===== src/rtl/seg_pkg.sv =====
// Shared constants for the 7-segment display stage: active-low segment
// patterns ({g,f,e,d,c,b,a}) and the BCD converter state encoding.
package seg_pkg;

  localparam logic [6:0] SEG_0    = 7'h40;
  localparam logic [6:0] SEG_1    = 7'h79;
  localparam logic [6:0] SEG_2    = 7'h24;
  localparam logic [6:0] SEG_3    = 7'h30;
  localparam logic [6:0] SEG_4    = 7'h19;
  localparam logic [6:0] SEG_5    = 7'h12;
  localparam logic [6:0] SEG_6    = 7'h02;
  localparam logic [6:0] SEG_7    = 7'h78;
  localparam logic [6:0] SEG_8    = 7'h00;
  localparam logic [6:0] SEG_9    = 7'h10;
  localparam logic [6:0] SEG_DASH = 7'h3F;
  localparam logic [6:0] SEG_OFF  = 7'h7F;

  typedef enum logic [1:0] {
    IDLE  = 2'd0,
    SHIFT = 2'd1,
    DONE  = 2'd2
  } conv_state_t;

  // Nibble to active-low segment pattern; non-decimal nibbles show a dash.
  function automatic logic [6:0] seg_decode(input logic [3:0] nib);
    logic [6:0] s;
    case (nib)
      4'd0:    s = SEG_0;
      4'd1:    s = SEG_1;
      4'd2:    s = SEG_2;
      4'd3:    s = SEG_3;
      4'd4:    s = SEG_4;
      4'd5:    s = SEG_5;
      4'd6:    s = SEG_6;
      4'd7:    s = SEG_7;
      4'd8:    s = SEG_8;
      4'd9:    s = SEG_9;
      default: s = SEG_DASH;
    endcase
    return s;
  endfunction

endpackage


===== src/rtl/seg_display_bin2bcd.sv =====
// Sequential double-dabble converter: one bit per clock, WIDTH shift cycles,
// then the finished digits are published to bcd in a single update.
module bin2bcd
  import seg_pkg::*;
#(
  parameter int WIDTH  = 7,
  parameter int DIGITS = 3
) (
  input  logic                  clk,
  input  logic                  rst,
  input  logic                  start,
  input  logic [WIDTH-1:0]      bin,
  output logic [4*DIGITS-1:0]   bcd,
  output logic                  busy
);

  localparam int CW = (WIDTH > 1) ? $clog2(WIDTH) : 1;

  conv_state_t           state_reg;
  logic [WIDTH-1:0]      bin_reg;
  logic [4*DIGITS-1:0]   scratch_reg;
  logic [4*DIGITS-1:0]   adj;
  logic [4*DIGITS-1:0]   bcd_reg;
  logic [CW-1:0]         cnt_reg;
  logic                  busy_reg;

  // Add-3 correction applied to every scratch digit before each shift.
  generate
    for (genvar gi = 0; gi < DIGITS; gi++) begin : g_adj
      assign adj[4*gi +: 4] = (scratch_reg[4*gi +: 4] >= 4'd5) ?
                              4'(scratch_reg[4*gi +: 4] + 4'd3) :
                              scratch_reg[4*gi +: 4];
    end
  endgenerate

  // Converter FSM: capture on start, shift WIDTH times, then publish.
  always_ff @(posedge clk or negedge rst) begin
    if (!rst) begin
      state_reg   <= IDLE;
      bin_reg     <= '0;
      scratch_reg <= '0;
      bcd_reg     <= '0;
      cnt_reg     <= '0;
      busy_reg    <= 1'b0;
    end else begin
      case (state_reg)
        IDLE: begin
          if (start) begin
            bin_reg     <= bin;
            scratch_reg <= '0;
            cnt_reg     <= '0;
            busy_reg    <= 1'b1;
            state_reg   <= SHIFT;
          end
        end
        SHIFT: begin
          scratch_reg <= {adj[4*DIGITS-2:0], bin_reg[WIDTH-1]};
          bin_reg     <= {bin_reg[WIDTH-2:0], 1'b0};
          cnt_reg     <= cnt_reg + 1'b1;
          if (cnt_reg == CW'(WIDTH-1)) begin
            state_reg <= DONE;
          end
        end
        DONE: begin
          bcd_reg   <= scratch_reg;
          busy_reg  <= 1'b0;
          state_reg <= IDLE;
        end
        default: state_reg <= IDLE;
      endcase
    end
  end

  assign bcd  = bcd_reg;
  assign busy = busy_reg;

endmodule


===== src/rtl/seg_display.sv =====
// Display stage: detects a new input value, converts it to BCD and scans
// the digits onto a multiplexed active-low 7-segment display.
module seg_display
  import seg_pkg::*;
#(
  parameter int WIDTH   = 7,
  parameter int DIGITS  = 3,
  parameter int REFRESH = 100000
) (
  input  logic                  clk,
  input  logic                  rst,
  input  logic [WIDTH-1:0]      val,
  output logic [DIGITS-1:0]     an,
  output logic [6:0]            seg,
  output logic                  dp,
  output logic [4*DIGITS-1:0]   bcd,
  output logic                  busy
);

  localparam int RW = (REFRESH > 1) ? $clog2(REFRESH) : 1;
  localparam int IW = (DIGITS > 1) ? $clog2(DIGITS) : 1;

  logic [WIDTH-1:0]   cur_reg;
  logic               start;
  logic [RW-1:0]      refresh_reg;
  logic [IW-1:0]      idx_reg;
  logic [DIGITS-1:0]  an_reg;
  logic [6:0]         seg_reg;
  logic [DIGITS-1:0]  blank;
  logic [3:0]         nib;

  // The converter only reports idle when it is back in IDLE, so a new
  // value is accepted exactly when the FSM can take it.
  assign start = (val != cur_reg) && !busy;

  // Latch the value being converted so later changes are detected.
  always_ff @(posedge clk or negedge rst) begin
    if (!rst) begin
      cur_reg <= '0;
    end else if (start) begin
      cur_reg <= val;
    end
  end

  bin2bcd #(
    .WIDTH  (WIDTH),
    .DIGITS (DIGITS)
  ) u_bin2bcd (
    .clk   (clk),
    .rst   (rst),
    .start (start),
    .bin   (val),
    .bcd   (bcd),
    .busy  (busy)
  );

  // A digit is blanked when it and every more significant digit are zero;
  // the least significant digit always shows.
  generate
    for (genvar gi = 0; gi < DIGITS; gi++) begin : g_blank
      if (gi == 0) begin : g_lsd
        assign blank[gi] = 1'b0;
      end else if (gi == DIGITS-1) begin : g_msd
        assign blank[gi] = (bcd[4*gi +: 4] == 4'd0);
      end else begin : g_mid
        assign blank[gi] = (bcd[4*gi +: 4] == 4'd0) && blank[gi+1];
      end
    end
  endgenerate

  assign nib = bcd[4*idx_reg +: 4];

  // Refresh timer and digit scan; outputs registered from the current slot.
  always_ff @(posedge clk or negedge rst) begin
    if (!rst) begin
      refresh_reg <= '0;
      idx_reg     <= '0;
      an_reg      <= '1;
      seg_reg     <= SEG_OFF;
    end else begin
      if (refresh_reg == RW'(REFRESH-1)) begin
        refresh_reg <= '0;
        idx_reg     <= (idx_reg == IW'(DIGITS-1)) ? '0 : idx_reg + 1'b1;
      end else begin
        refresh_reg <= refresh_reg + 1'b1;
      end
      an_reg  <= ~(DIGITS'(1) << idx_reg);
      seg_reg <= blank[idx_reg] ? SEG_OFF : seg_decode(nib);
    end
  end

  assign an  = an_reg;
  assign seg = seg_reg;
  assign dp  = 1'b1;

endmodule


===== config.mk =====
export PLATFORM = sky130hd
export DESIGN_NAME = seg_display
export DESIGN_NICKNAME = d
export VERILOG_FILES = /design/src/rtl/seg_pkg.sv /design/src/rtl/seg_display_bin2bcd.sv /design/src/rtl/seg_display.sv
export SDC_FILE = /design/constraint.sdc
export NUM_CORES = 1
export LEC_CHECK = 0
export CAP_MARGIN = 40
export CORE_MARGIN = 2
export CORE_UTILIZATION = 32
export CTS_CLUSTER_DIAMETER = 40
export DETAILED_ROUTE_END_ITERATION = 7
export GPL_ROUTABILITY_DRIVEN = 0
export GPL_TIMING_DRIVEN = 0
export HOLD_SLACK_MARGIN = 0.06
export PLACE_DENSITY = 0.54
export SLEW_MARGIN = 25
export SYNTH_ARGS = -nofsm -noshare
export SYNTH_HDL_FRONTEND = slang
export SYNTH_SLANG_ARGS = --single-unit
export TNS_END_PERCENT = 5

===== constraint.sdc =====
create_clock -name clk -period 2.1 [get_ports clk]
set_input_delay 0.42 -clock clk [delete_from_list [all_inputs] [get_ports clk]]
set_output_delay 0.42 -clock clk [all_outputs]
set_load 0.01 [all_outputs]

Fig. 1: run 1, PDN straps and rails
Bar = 20 µm. Pins as bars on the die edge. Tap cells in gray.
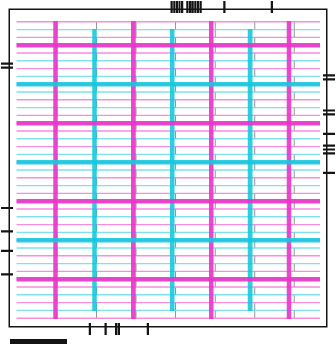
- magenta: VSS
- cyan: VDD
- met4 straps: 7
- tap cells: 140
die span in y: 110 µm
core area: 10900 µm²
Peak supply drop: 0.679 mV
horizontal die dimension: 110 µm

Fig. 2: run 1, routed metal, one color a layer
Bar = 20 µm. Two of the layers only.
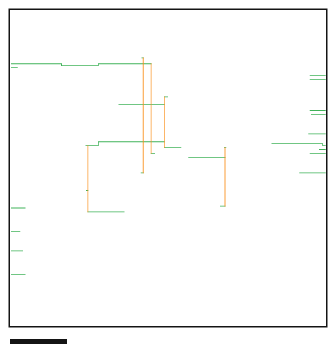
- green: M3 (wire length 211 µm)
- orange: M4 (wire length 133 µm)
vias post-DR: 2467
total wire length: 6980 µm

Fig. 3: run 1, cell classes on the final placement
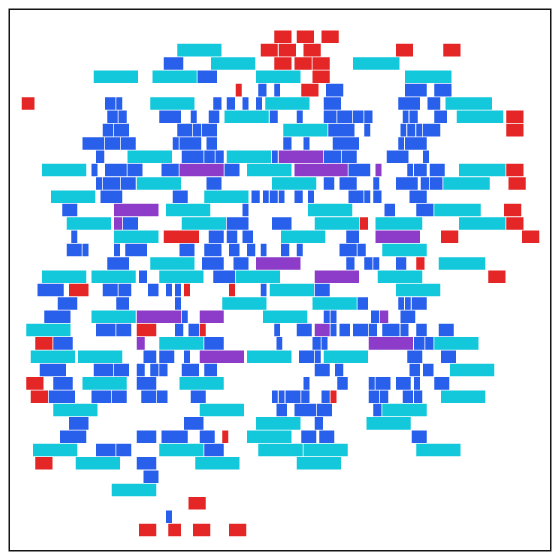
- cyan: sequential cells (cells 73)
- purple: clock drivers and dummy loads (cells 16)
- blue: remaining logic cells (cells 231)
- red: remaining buffers and delay cells (cells 43)
finished layout cell area: 4420 µm²
number of rows created at floorplan: 38
final core utilization: 40.4%
fraction of area in registers: 41.6%

==> impl_report.txt, run 1 <==
IMPLEMENTATION SUMMARY REPORT
----------------------------------------------------
[Power and ir drop]
  Total power density per cell area ........................ 1370 nW/µm²
  Logic pwr share ........................ between 30% and 40%
  Power drawn by the clock network ........................ between 0.0015 and 0.002 W
  Internal power component ........................ roughly 0.0040 W
  Sw power ........................ 0.00204 W

[Critical path]
  Critical Path Max Stage Delay ........................ approximately 0.52 ns
  Arrival time at the worst endpoint ........................ about 2.2 ns
  Kind of launch point of the worst setup path ........................ input pin
  Setup slack of the most critical reg-to-reg path ........................ 0.18 ns
  Crit Path Class ........................ input pin to flip-flop

[Synth]
  Count of instantiated cells in the yosys netlist ........................ 315
  Flop and latch count out of synthesis ........................ 73
  Area share of the largest cell type after synthesis ........................ between 40% and 50%
  Synth Cell Area ........................ 3610 µm²
  Primary FF master, synth ........................ sky130_fd_sc_hd__dfrtp_1
  Cell with the most instances after synthesis ........................ sky130_fd_sc_hd__dfrtp_1
  Synth top area cells ........................ sky130_fd_sc_hd__dfrtp_1 44%, sky130_fd_sc_hd__dfstp_2 7.3%, sky130_fd_sc_hd__ha_1 5.2%
  Part of the Yosys area used for sequential elements ........................ 51.0%
  Unique cell types ........................ between 40 and 50
  Area figure in the yosys stat output ........................ 3610 µm²
  Post-synthesis compound-gate area fraction ........................ 11.3%
  Cell type contributing the most total cell area after synthesis ........................ sky130_fd_sc_hd__dfrtp_1

[Placed design]
  Sum of net half-perimeters after detailed placement ........................ a little under 5000 µm

[Job]
  Max-capacitance violation count ........................ 0

[Global route]
  GR Util All Layers ........................ 12.9%
  First-pass GRT wire length ........................ 12200 µm

[Detailed routing]
  Number of design-rule violations left by the first detailed-router iteration ........................ 77
  Via-to-Cell Ratio ........................ 4.90
  Detail Route Antenna Nets ........................ 0

[Final timing]
  Max-slew headroom ........................ 58.4%
  Final number of max-transition violations ........................ 0
  Number of setup violations in the final report ........................ 0
  Post-route worst setup slack ........................ 0.0804 ns
  Share of the clock period used by the worst path after layout ........................ between 90% and 100%
  Max Fclk ........................ 0.495 GHz
  Final critical-path required period ........................ 2.02 ns

[Worst hold path]
  Min-delay worst type ........................ input pin to asynchronous set/reset pin

[Layout]
  Antenna diode count ........................ 0
  Top cells excl fill/tap ........................ 63 x sky130_fd_sc_hd__dfrtp_1, 30 x sky130_fd_sc_hd__clkdlybuf4s50_1, 21 x sky130_fd_sc_hd__nand2_1
  Signed area change from the synthesized netlist to the final layout ........................ 22.6%
  Number of flip-flops in the largest register ........................ 17

[Run status]
  Status ........................ finished, final reports clean

[CTS]
  CTS Hold Bufs ........................ 0
  TritonCTS buffer count ........................ 9
  CTS clk-pin slew, worst paths ........................ about 0.060 ns

----------------------------------------------------
run 1: layer usage:
| layer | vias up | wire length [µm] | track usage, % |
|---|---|---|---|
| met5 | - | 0 | 0 |
| met4 | 0 | 132 | 4.73 |
| met3 | 14 | 211 | 3.23 |
| met2 | 26 | 3430 | 20.9 |
| met1 | 1230 | 3210 | 16.7 |
| li1 | 1197 | - | - |
run 1: stage by stage:
stage	TNS, ns	hold slack (ns)
finish	0	0.0890
detailed placement	-4.91	0.471
global route	0	0.140
CTS	0	0.120
global placement	-143.61	0.474
floorplan	0	0.124
run 1: final cells by class:
class                   instances  area [µm²]
inverters                      17        63.8
fillers                      1096        6510
flip-flops and latches         73        1840
well taps                     140         175
repair buffers                 32         328
multi-input cells             214        1660
clock inverters                 6        57.6
plain buffers                  11        62.6
clock buffers                  10         239
run 1: worst paths after layout:
kind,end,cells after the start
worst max-delay path,u_bin2bcd.bin_reg[1],6
worst min-delay path,u_bin2bcd.scratch_reg[1],1
worst max register to register,seg[3],8
worst min register to register,refresh_reg[0],1
max in group asynchronous,refresh_reg[4],2
min in group clk,refresh_reg[0],1
run 1: worst reg2reg max path, stage by stage, from the launching register on:
cell	delay [ns]
sky130_fd_sc_hd__dfrtp_1	0.31
sky130_fd_sc_hd__buf_2	0.19
sky130_fd_sc_hd__nor2b_2	0.30
sky130_fd_sc_hd__o2bb2ai_1	0.27
sky130_fd_sc_hd__inv_1	0.15
sky130_fd_sc_hd__ha_1	0.32
sky130_fd_sc_hd__inv_1	0.06
sky130_fd_sc_hd__mux2i_1	0.06
sky130_fd_sc_hd__o211ai_1	0.18
run 1: logic make-up after synthesis:
kind of cell,count (synthesis)
DFF,73
adders and majority gates,15
other,1
and+or+nand+nor,82
xor gates and xnor gates,26
AOI/OAI and AO/OA,57
buffers and inverters,28
muxes,33
==> inputs of run 2 (changes only) <==
--- a/config.mk
+++ b/config.mk
@@ -5,9 +5,11 @@
 export SDC_FILE = /design/constraint.sdc
 export NUM_CORES = 1
 export LEC_CHECK = 0
+export ABC_AREA = 1
 export CAP_MARGIN = 40
 export CORE_MARGIN = 2
 export CORE_UTILIZATION = 32
+export CTS_BUF_LIST = sky130_fd_sc_hd__clkbuf_4 sky130_fd_sc_hd__clkbuf_8
 export CTS_CLUSTER_DIAMETER = 40
 export DETAILED_ROUTE_END_ITERATION = 7
 export GPL_ROUTABILITY_DRIVEN = 0
Fig. 4: run 2, clock distribution
Bar = 20 µm.
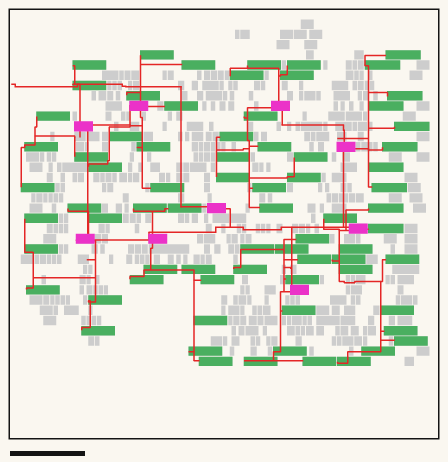
- red: clock wires (length 981 µm)
- green: flip-flops (count 73)
- magenta: clock-net drivers (count 9)
- routed clock nets: 10
- flops lie: spread over the die
clock skew: 0.0112 ns
clock insertion delay at the later pin of the skew report: 0.36 ns
Clk pwr share: 19.8%
power drawn by the clock network: 0.00111 W

==> impl_report.txt, run 2 <==
IMPLEMENTATION SUMMARY REPORT
----------------------------------------------------
[Run status]
  Status ........................ finished, final reports clean

[Power and ir drop]
  Logic pwr share ........................ 40.6%
  Total power density per cell area ........................ 1220 nW/µm²
  Sw power ........................ 0.00219 W

[CTS]
  CTS Hold Bufs ........................ 1
  TritonCTS buffer count ........................ 9

[Synth]
  Count of instantiated cells in the yosys netlist ........................ 474
  Post-synthesis compound-gate area fraction ........................ 9.06%
  Synth top area cells ........................ sky130_fd_sc_hd__dfrtp_1 41%, sky130_fd_sc_hd__nand2_1 11%, sky130_fd_sc_hd__dfstp_2 6.8%
  Unique cell types ........................ 36
  Flop and latch count out of synthesis ........................ 73
  Area share of the largest cell type after synthesis ........................ 40.8%
  Synth Cell Area ........................ 3870 µm²
  Primary FF master, synth ........................ sky130_fd_sc_hd__dfrtp_1
  Area figure in the yosys stat output ........................ ~3900 µm²

[Critical path]
  Critical Path Max Stage Delay ........................ about 0.52 ns
  Kind of launch point of the worst setup path ........................ flip-flop
  Crit Path Class ........................ flip-flop to output pin

[Final timing]
  Final critical-path required period ........................ 1.82 ns
  Smallest hold slack ........................ 0.466 ns
  Max Fclk ........................ 0.550 GHz
  Max-slew headroom ........................ 63.8%
  Number of setup violations in the final report ........................ 0

[Layout]
  Antenna diode count ........................ 0
  Area of the multi-input gates ........................ between 1500 and 2000 µm²
  Sequential cell area ........................ 1840 µm²
  Top cells excl fill/tap ........................ 110 x sky130_fd_sc_hd__nand2_1, 68 x sky130_fd_sc_hd__inv_1, 63 x sky130_fd_sc_hd__dfrtp_1, 45 x sky130_fd_sc_hd__nand3_1, 40 x sky130_fd_sc_hd__o21ai_0

[Detailed routing]
  Number of design-rule violations left by the first detailed-router iteration ........................ 128
  Vias post-DR ........................ 3088
  Detailed route wirelength on metal3 ........................ ~270 µm
  Highest routing layer actually used ........................ met4

[Die]
  Number of rows created at floorplan ........................ about 40
  Core area ........................ between 10000 and 15000 µm²
  Horizontal die dimension ........................ 114 µm

[Job]
  Max-capacitance violation count ........................ 0

[Global route]
  First-pass GRT wire length ........................ 13700 µm
  Most congested layer reported by global routing ........................ met2
  Met3 Resource Use GR ........................ 3.56%
  Met2 layer usage reported by global route ........................ 21.4%

[Worst hold path]
  Min-delay worst type ........................ flip-flop to flip-flop

----------------------------------------------------
Fig. 5: run 2, PDN straps and rails
Bar = 20 µm. Pins as bars on the die edge. Tap cells in gray.
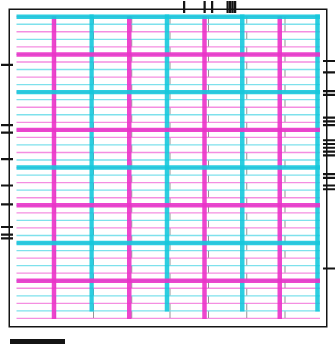
- magenta: VSS
- cyan: VDD
- rows: 40
- signal pins: 33
die span in y: 114 µm
Peak supply drop: 0.465 mV

run 2: cell types whose count changed after synthesis, sizes merged, moves of 17 or more:
cell   before  now
xnor2      17    0
inv        17   77
nand3       9   47
mux2       22    0
nor2       13   39
o21ai      23   45
nand2      21  119
run 2: path summary, 6_finish.rpt:
kind / start / end / slack (ns) / depth (start not counted)
hold / removal: refresh_reg[0] / refresh_reg[0] / 0.47 / 1
setup reg to reg: idx_reg[1] / seg[5] / 0.42 / 8
max in group asynchronous: rst / u_bin2bcd.cnt_reg[1] / 0.93 / 3
hold reg to reg: refresh_reg[0] / refresh_reg[0] / 0.47 / 1
min in group asynchronous: rst / refresh_reg[6] / 0.59 / 2
setup / recovery: an[1] / an[1] / 0.28 / 1
run 2: metrics by stage:
step	cells	worst slack (ns)	utilization (%)	cell area [µm²]	total power, W
2_1_floorplan	474	0.616	-	3870	0.00375
3_3_place_gp	652	-1.98	36.6	4360	0.00449
3_5_place_dp	653	0.0900	36.8	4380	0.00455
4_1_cts	670	0.254	38.5	4590	0.00570
5_1_grt	670	0.195	38.5	4590	0.00613
6_report	670	0.282	38.5	4590	0.00561
run 2: power by group through the flow:
| stage | sequential (W) | clock (W) | combinational, W |
|---|---|---|---|
| after CTS | 0.00222 | 0.00116 | 0.00232 |
| after detailed placement | 0.00225 | 0 | 0.00230 |
| after floorplan | 0.00225 | 0 | 0.00150 |
| final | 0.00222 | 0.00111 | 0.00228 |
| after global placement | 0.00224 | 0 | 0.00224 |
| after global routing | 0.00228 | 0.00121 | 0.00263 |
run 2: layout make-up:
type                       instances  area share (%)
multi-input combinational        312            36.3
timing repair buffer              33            7.36
sequential                        73            40.1
tap                              147            4.01
clock buffer                      10            2.86
clock inverter                     6            1.47
inverter                          78            6.49
buffer                            11            1.39
==> inputs of run 3 (changes only) <==
--- a/config.mk
+++ b/config.mk
@@ -7,6 +7,7 @@
 export LEC_CHECK = 0
 export ABC_AREA = 1
 export CAP_MARGIN = 40
+export CORE_ASPECT_RATIO = 1.1
 export CORE_MARGIN = 2
 export CORE_UTILIZATION = 32
 export CTS_BUF_LIST = sky130_fd_sc_hd__clkbuf_4 sky130_fd_sc_hd__clkbuf_8
Fig. 6: run 3, PDN straps and rails
Bar = 20 µm. Pins as bars on the die edge. Tap cells in gray.
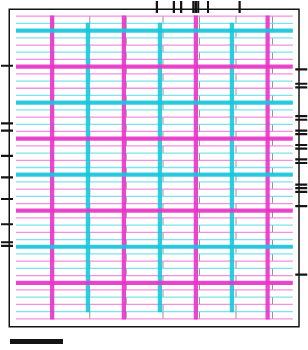
- magenta: VSS
- cyan: VDD
- met4 straps: 7
- signal pins: 33
- tap cells: 154
die span in y: 119 µm
Peak supply drop: 0.651 mV

==> impl_report.txt, run 3 <==
IMPLEMENTATION SUMMARY REPORT
----------------------------------------------------
[Run status]
  Status ........................ finished, final reports clean

[Final timing]
  Post-route worst setup slack ........................ 0.294 ns
  Final critical-path required period ........................ about 1.8 ns
  Clock skew ........................ roughly 0.011 ns
  Max Fclk ........................ between 0.5 and 0.6 GHz
  Number of setup violations in the final report ........................ 0

[Die]
  Number of rows created at floorplan ........................ 42
  Horizontal die dimension ........................ between 100 and 150 µm

[Synth]
  Post-synthesis compound-gate area fraction ........................ 9.06%
  Unique cell types ........................ 36
  Primary FF master, synth ........................ sky130_fd_sc_hd__dfrtp_1
  Area figure in the yosys stat output ........................ between 3000 and 4000 µm²
  Synth Cell Area ........................ 3870 µm²
  Synth top area cells ........................ sky130_fd_sc_hd__dfrtp_1 41%, sky130_fd_sc_hd__nand2_1 11%, sky130_fd_sc_hd__dfstp_2 6.8%

[CTS]
  CTS clk-pin slew, worst paths ........................ 0.08 ns
  Clock insertion delay at the later pin of the skew report ........................ 0.34 ns
  TritonCTS buffer count ........................ 9

[Critical path]
  Kind of launch point of the worst setup path ........................ flip-flop

[Layout]
  Fillers ........................ 1201
  Signed area change from the synthesized netlist to the final layout ........................ 19.9%
  Finished layout cell area ........................ 4640 µm²
  Cell Count, Final, Fillers Out ........................ 677
  Number of flip-flops in the largest register ........................ 17
  Antenna diode count ........................ 0

[Power and ir drop]
  Internal power component ........................ 0.00366 W
  Sw power ........................ between 0.002 and 0.0025 W
  Power in sequential cells ........................ 0.00223 W
  Largest power group ........................ combinational logic
  Power drawn by the clock network ........................ 0.00132 W

[Detailed routing]
  Number of design-rule violations left by the first detailed-router iteration ........................ 200
  Via-to-Cell Ratio ........................ 4.58
  Detail Route Antenna Nets ........................ 0

[Worst hold path]
  Min-delay worst type ........................ flip-flop to flip-flop

[Placed design]
  Cell count after placement ........................ 660

[Job]
  Max-capacitance violation count ........................ 0

[Global route]
  First-pass GRT wire length ........................ 13700 µm

----------------------------------------------------
Fig. 7: run 3, routed metal, one color a layer
Bar = 20 µm. Two of the layers only.
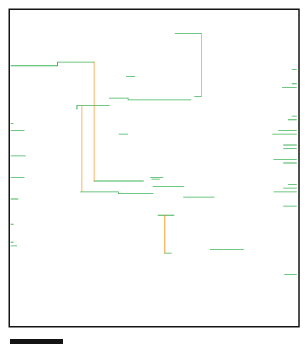
- green: M3 (wire length 293 µm)
- orange: M4 (wire length 116 µm)
vias post-DR: 3104
GR Util All Layers: 13.3%
total wire length: 7780 µm
Avg WL per Cell: 11.5 µm

run 3: kinds of logic (layout without fill, tap and decap cells):
group / count (synthesis) / after routing
adders and majority gates: 15 / 15
DFF: 73 / 73
xor gates and xnor gates: 9 / 9
and+or+nand+nor: 223 / 223
buffers and inverters: 89 / 138
AOI/OAI and AO/OA: 64 / 64
other: 1 / 1
run 3: final cells by class:
class,instances,area [µm²],share of cell area [%]
flip-flops and latches,73,1840,39.7
multi-input cells,312,1670,35.9
repair buffers,33,338,7.29
inverters,78,298,6.42
well taps,154,193,4.16
clock buffers,10,131,2.83
clock inverters,6,108,2.32
plain buffers,11,63.8,1.38
run 3: what timing repair did:
| item | 4_1_cts | 5_1_grt |
|---|---|---|
| endpoints found under the hold margin | 31 | 0 |
| hold buffers | 1 | 0 |
| setup endpoints to repair | 0 | 0 |
run 3: metal layers:
| metal | vias to the layer above | global-route usage (%) | share of wire [%] |
|---|---|---|---|
| met5 | - | 0 | 0 |
| met4 | 0 | 4.01 | 1.5 |
| met3 | 8 | 3.83 | 3.8 |
| met2 | 51 | 22.3 | 48 |
| met1 | 1463 | 16.4 | 46 |
| li1 | 1582 | - | - |
run 3: worst paths after layout:
check / startpoint / to / slack, ns / cells past startpoint
min reg2reg: refresh_reg[0] / refresh_reg[0] / 0.46 / 1
min in group asynchronous: rst / refresh_reg[4] / 0.55 / 2
max: seg[5] / seg[5] / 0.29 / 1
max reg2reg: idx_reg[1] / seg[0] / 0.47 / 8
min: refresh_reg[0] / refresh_reg[0] / 0.46 / 1
max in group asynchronous: rst / seg[6] / 0.92 / 3
run 3: per-stage QoR:
stage               power (W)  hold slack [ns]
floorplan             0.00375            0.124
global placement      0.00449            0.453
detailed placement    0.00455            0.397
CTS                   0.00591            0.470
global route          0.00636            0.492
finish                0.00582            0.463
Power is estimated from default activity; no workload was simulated.
